==> config.mk <==
export PLATFORM = sky130hd
export DESIGN_NAME = ifid_decode
export DESIGN_NICKNAME = d
export VERILOG_FILES = /design/src/rtl/mips_pkg.sv /design/src/rtl/ifid_field_dec.sv /design/src/rtl/ifid_decode.sv
export SDC_FILE = /design/constraint.sdc
export NUM_CORES = 1
export LEC_CHECK = 0
export ABC_AREA = 1
export CORE_UTILIZATION = 40
export CTS_BUF_LIST = sky130_fd_sc_hd__clkbuf_4 sky130_fd_sc_hd__clkbuf_8
export CTS_CLUSTER_DIAMETER = 120
export CTS_CLUSTER_SIZE = 24
export DETAILED_ROUTE_END_ITERATION = 12
export PLACE_DENSITY_LB_ADDON = 0.25
export SLEW_MARGIN = 10
export SYNTH_ARGS = -nofsm -noshare
export SYNTH_HDL_FRONTEND = slang
export SYNTH_SLANG_ARGS = --single-unit
==> constraint.sdc <==
create_clock -name clk -period 2.63 [get_ports clk]
set_clock_uncertainty 0.05 [all_clocks]
set_input_delay 0.3945 -clock clk [delete_from_list [all_inputs] [get_ports clk]]
set_output_delay 0.3945 -clock clk [all_outputs]
set_load 0.1 [all_outputs]
==> src/rtl/mips_pkg.sv <==
// mips_pkg: shared definitions for the MIPS datapath decode path.
//   - opcode constants for the supported instruction set
//   - immediate-extender opcode encodings (EXT_*)
//   - decoded_t: field bundle produced by ifid_field_dec
package mips_pkg;

  localparam logic [5:0] OP_RTYPE = 6'h00;
  localparam logic [5:0] OP_J     = 6'h02;
  localparam logic [5:0] OP_JAL   = 6'h03;
  localparam logic [5:0] OP_BEQ   = 6'h04;
  localparam logic [5:0] OP_BNE   = 6'h05;
  localparam logic [5:0] OP_ADDI  = 6'h08;
  localparam logic [5:0] OP_ADDIU = 6'h09;
  localparam logic [5:0] OP_SLTI  = 6'h0A;
  localparam logic [5:0] OP_SLTIU = 6'h0B;
  localparam logic [5:0] OP_ANDI  = 6'h0C;
  localparam logic [5:0] OP_ORI   = 6'h0D;
  localparam logic [5:0] OP_XORI  = 6'h0E;
  localparam logic [5:0] OP_LUI   = 6'h0F;
  localparam logic [5:0] OP_LB    = 6'h20;
  localparam logic [5:0] OP_LW    = 6'h23;
  localparam logic [5:0] OP_LBU   = 6'h24;
  localparam logic [5:0] OP_SB    = 6'h28;
  localparam logic [5:0] OP_SW    = 6'h2B;

  localparam logic [1:0] EXT_ZERO = 2'b00;
  localparam logic [1:0] EXT_SIGN = 2'b01;
  localparam logic [1:0] EXT_LUI  = 2'b10;

  typedef struct packed {
    logic [5:0]  opcode;
    logic [4:0]  rs;
    logic [4:0]  rt;
    logic [4:0]  rd;
    logic [4:0]  shamt;
    logic [5:0]  funct;
    logic [15:0] imm16;
    logic [1:0]  ext_op;
    logic        illegal;
  } decoded_t;

endpackage

==> src/rtl/ifid_field_dec.sv <==
// ifid_field_dec: combinational instruction-word -> decoded_t decoder.
// Ports:
//   instr_i  in  32 : instruction word
//   dec_o    out    : register fields, imm16, extender opcode, illegal flag
module ifid_field_dec
  import mips_pkg::*;
(
  input  logic [31:0] instr_i,
  output decoded_t    dec_o
);

  // Field split plus extender-opcode / legality lookup on the opcode
  always_comb begin
    dec_o.opcode  = instr_i[31:26];
    dec_o.rs      = instr_i[25:21];
    dec_o.rt      = instr_i[20:16];
    dec_o.rd      = instr_i[15:11];
    dec_o.shamt   = instr_i[10:6];
    dec_o.funct   = instr_i[5:0];
    dec_o.imm16   = instr_i[15:0];
    dec_o.ext_op  = EXT_SIGN;
    dec_o.illegal = 1'b0;
    case (instr_i[31:26])
      OP_ANDI, OP_ORI, OP_XORI: dec_o.ext_op = EXT_ZERO;
      OP_LUI:                   dec_o.ext_op = EXT_LUI;
      OP_RTYPE, OP_J, OP_JAL, OP_BEQ, OP_BNE,
      OP_ADDI, OP_ADDIU, OP_SLTI, OP_SLTIU,
      OP_LB, OP_LW, OP_LBU, OP_SB, OP_SW: dec_o.ext_op = EXT_SIGN;
      // Unknown opcodes still hand the extender a defined (sign) op
      default:                  dec_o.illegal = 1'b1;
    endcase
  end

endmodule

==> src/rtl/ifid_decode.sv <==
// ifid_decode: IF/ID pipeline register with field decode and valid/ready
// handshake, stall and flush handling.
// Build option: define IFID_SKID_EN for a 1-entry skid buffer, which makes
// in_ready independent of out_ready.
// Ports:
//   clk, rst_n (async, active low)
//   in_valid/in_ready/in_instr/in_pc   : fetch side
//   flush                              : kill all held instructions
//   out_valid/out_ready                : decode side handshake
//   out_instr/out_pc                   : registered word and PC
//   out_opcode/rs/rt/rd/shamt/funct    : instruction fields
//   out_imm16/out_ext_op/out_illegal   : extender inputs and legality
module ifid_decode
  import mips_pkg::*;
#(
  parameter int PC_W = 32
) (
  input  logic            clk,
  input  logic            rst_n,
  input  logic            in_valid,
  output logic            in_ready,
  input  logic [31:0]     in_instr,
  input  logic [PC_W-1:0] in_pc,
  input  logic            flush,
  output logic            out_valid,
  input  logic            out_ready,
  output logic [31:0]     out_instr,
  output logic [PC_W-1:0] out_pc,
  output logic [5:0]      out_opcode,
  output logic [4:0]      out_rs,
  output logic [4:0]      out_rt,
  output logic [4:0]      out_rd,
  output logic [4:0]      out_shamt,
  output logic [5:0]      out_funct,
  output logic [15:0]     out_imm16,
  output logic [1:0]      out_ext_op,
  output logic            out_illegal
);

  decoded_t        dec_s;
  logic            accept_s;
  logic            fire_s;
  logic            valid_q, valid_d;
  logic [31:0]     instr_q, instr_d;
  logic [PC_W-1:0] pc_q, pc_d;
  decoded_t        dec_q, dec_d;

  ifid_field_dec u_field_dec (
    .instr_i (in_instr),
    .dec_o   (dec_s)
  );

  assign accept_s = in_valid & in_ready;
  assign fire_s   = valid_q & out_ready;

`ifdef IFID_SKID_EN
  logic            skid_valid_q, skid_valid_d;
  logic [31:0]     skid_instr_q, skid_instr_d;
  logic [PC_W-1:0] skid_pc_q, skid_pc_d;
  decoded_t        skid_dec_q, skid_dec_d;

  // Only the skid occupancy (a flop) and flush gate acceptance
  assign in_ready = rst_n & ~flush & ~skid_valid_q;

  // Next state for output register and skid entry
  always_comb begin
    valid_d      = valid_q;
    instr_d      = instr_q;
    pc_d         = pc_q;
    dec_d        = dec_q;
    skid_valid_d = skid_valid_q;
    skid_instr_d = skid_instr_q;
    skid_pc_d    = skid_pc_q;
    skid_dec_d   = skid_dec_q;
    if (flush) begin
      valid_d      = 1'b0;
      skid_valid_d = 1'b0;
    end else if (fire_s && skid_valid_q) begin
      // Skid full implies in_ready=0, so no new word competes here
      instr_d      = skid_instr_q;
      pc_d         = skid_pc_q;
      dec_d        = skid_dec_q;
      skid_valid_d = 1'b0;
    end else if (accept_s && (!valid_q || out_ready)) begin
      valid_d = 1'b1;
      instr_d = in_instr;
      pc_d    = in_pc;
      dec_d   = dec_s;
    end else if (accept_s) begin
      // Output stalled: park the word behind it
      skid_valid_d = 1'b1;
      skid_instr_d = in_instr;
      skid_pc_d    = in_pc;
      skid_dec_d   = dec_s;
    end else if (fire_s) begin
      valid_d = 1'b0;
    end else begin
      valid_d = valid_q;
    end
  end

  // Skid entry register
  always_ff @(posedge clk or negedge rst_n) begin
    if (!rst_n) begin
      skid_valid_q <= 1'b0;
      skid_instr_q <= 32'h0000_0000;
      skid_pc_q    <= '0;
      skid_dec_q   <= '0;
    end else begin
      skid_valid_q <= skid_valid_d;
      skid_instr_q <= skid_instr_d;
      skid_pc_q    <= skid_pc_d;
      skid_dec_q   <= skid_dec_d;
    end
  end
`else
  // Accept when empty or when the held word leaves this same edge
  assign in_ready = rst_n & ~flush & (~valid_q | out_ready);

  // Next state for the single output register
  always_comb begin
    valid_d = valid_q;
    instr_d = instr_q;
    pc_d    = pc_q;
    dec_d   = dec_q;
    if (flush) begin
      valid_d = 1'b0;
    end else if (accept_s) begin
      valid_d = 1'b1;
      instr_d = in_instr;
      pc_d    = in_pc;
      dec_d   = dec_s;
    end else if (fire_s) begin
      valid_d = 1'b0;
    end else begin
      valid_d = valid_q;
    end
  end
`endif

  // Output register
  always_ff @(posedge clk or negedge rst_n) begin
    if (!rst_n) begin
      valid_q <= 1'b0;
      instr_q <= 32'h0000_0000;
      pc_q    <= '0;
      dec_q   <= '0;
    end else begin
      valid_q <= valid_d;
      instr_q <= instr_d;
      pc_q    <= pc_d;
      dec_q   <= dec_d;
    end
  end

  assign out_valid   = valid_q;
  assign out_instr   = instr_q;
  assign out_pc      = pc_q;
  assign out_opcode  = dec_q.opcode;
  assign out_rs      = dec_q.rs;
  assign out_rt      = dec_q.rt;
  assign out_rd      = dec_q.rd;
  assign out_shamt   = dec_q.shamt;
  assign out_funct   = dec_q.funct;
  assign out_imm16   = dec_q.imm16;
  assign out_ext_op  = dec_q.ext_op;
  assign out_illegal = dec_q.illegal;

endmodule

Figure 1. Wiring heat map.
The die is cut into 18 by 18 equal tiles; white is low, dark blue is high, scaled to the fullest tile. Values are wire area over tile area, all layers added.
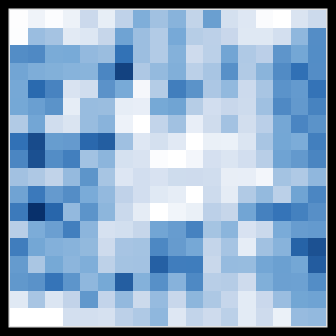
The densest ninth of the die: left middle. The mean over all tiles is 0.15. 4.0% of the tiles are nearly empty. The emptiest ninth of the die: middle.
Total GRT Usage: 19.1%
Total Routed Length: 7410 µm
via count: 2601

Figure 2. Wiring by layer.
Bar = 20 µm. Only two layers are drawn.
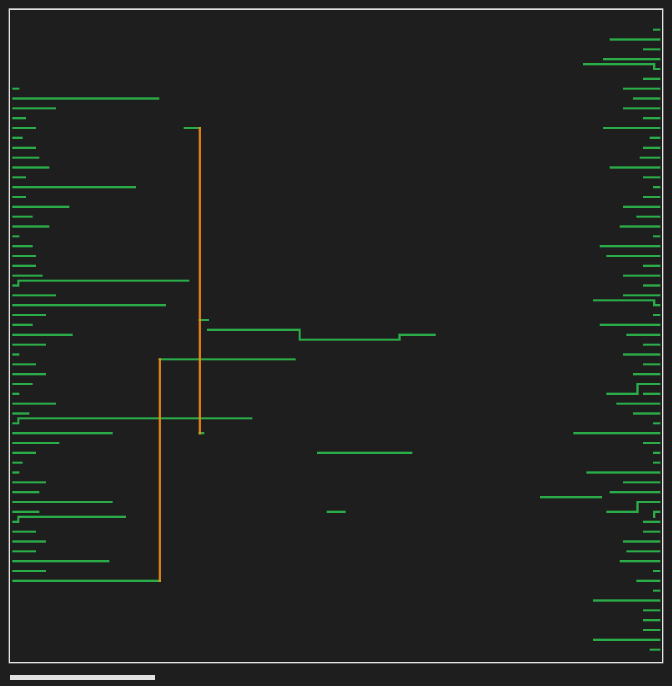
Key: M3 = green [wire length 671 µm]; M4 = orange [wire length 72.8 µm]

Figure 3. A small window of the routed layout.
Bar = 5 µm. Region (58, 58) to (78, 78) µm. Cells in gray, sequential cells in the stronger gray; small squares are vias.
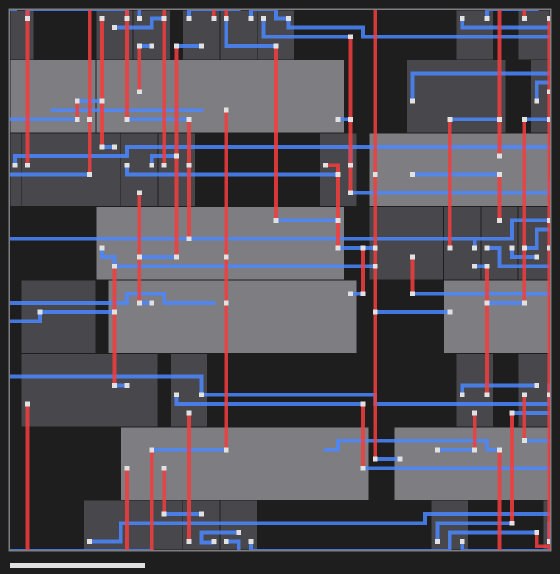
Key: M2 = red; M1 = blue
33 logic cells have their middle in the window. Most frequent: nand2_1 (21), dfrtp_1 (6), clkdlybuf4s50_1 (3). Sequential cells in the window: 6. Netlist names of flops here include `out_pc` (4), `out_instr` (2).

Figure 4. Track usage over the die.
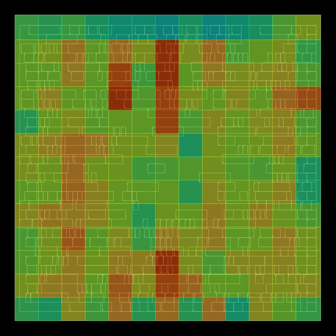
Global Route met1 Usage: 24.0%
global-route met3 utilization: 5.92%
busiest metal layer after global routing: met2
met2 track utilization from global routing: 30.7%

==> run summary <==
Flow results are below.

- For reference, the critical path is captured by in_ready.
- Per the synthesis report, the adder-cell share of the synthesized area is 0%.
- CTS added clock buffers totalling 9.
- The post-synth tally of flip-flops with integrated enable is 0, for reference.
- The count of inverters not on the clock network in the layout is 9, for reference.
- The area taken by sequential standard cells is reported as 1700 µm².
- For this design, Yosys synthesis ends with a cell count of 356.
- The count of nets after finishing is 562, for reference.
- The die boundary width is 90.1 µm, for reference.
- The data arrival time reported for the critical path is 1.27 ns.
- After routing, the total negative slack on setup checks comes to 0 ns.
- The layout report gives the register share of total cell area as 37.5%.
- The clock tree from TritonCTS is done, for reference.
- The wire length per cell is 12.4 µm, for reference.
- For reference, the top cells by count after synthesis are 190 x sky130_fd_sc_hd__nand2_1, 68 x sky130_fd_sc_hd__dfrtp_1, 48 x sky130_fd_sc_hd__buf_4.
- Of the total synthesized cell area, the portion taken by AND, OR, NAND and NOR gates is 26.8%.
- The initial antenna violation count came to 0.
- The timing startpoint of the critical path is flush, for reference.
- Walking the worst path, the cells encountered are clkdlybuf4s50_1, clkinv_1, nand2_2, nor2_4, buf_12.
- The layout has 11 clock buffers.
- The met3 wire length is 670 µm, for reference.
- The die height is 90.1 µm, for reference.
- The and-or/or-and share of the synthesized area is 1.21%, for reference.
- In the layout the commonest cells are 190 x sky130_fd_sc_hd__nand2_1, 119 x sky130_fd_sc_hd__buf_4, 68 x sky130_fd_sc_hd__dfrtp_1.
- The placed wire-length estimate after detailed placement is 5190 µm, for reference.
- The standard cell with the maximum stage delay on the critical path is sky130_fd_sc_hd__clkdlybuf4s50_1, for reference.
- The combinational group power is 3.23 mW, for reference.
- STA shows the worst reg2reg path with a cell count of 7.
- After routing the design area is 4540 µm².
- The maximum root-to-sink buffer count is 2, for reference.
- The distinct cell type count after synthesis is 18, for reference.
- The cell area reported after detailed placement is 4320 µm², for reference.
- Of all the cell area in the finished design, non-clock buffers hold 35.0%.
- The standard cell core area is 7370 µm², for reference.
- The number of inserted filler cells in the final layout is 665, for reference.
- The maximum number of pins on one net before global-route repair is 69, for reference.
- In this run the static leakage power is 2.47 nW.
- The flow ran to the end, and the final reports show no timing, DRC or antenna violations.
- The design has 68 sequential cells.
- The CTS root buffer is sky130_fd_sc_hd__clkbuf_8, for reference.
- In the per-layer breakdown of the detailed-route log, met1 shows 3180 µm.
- For the worst-skew pair, the clock arrives at the later sink with an insertion delay of 0.32 ns.
- The element type at the critical path end is an output port, for reference.
- The pin closest to its max-slew limit shows a slew of 0.866 ns.
- Per STA, the highest per-stage delay on the worst path measures 0.41 ns.
- The area occupied by multi-input gates is 871 µm², for reference.
Power figures rest on the tool's default switching activity, not on a simulated workload.
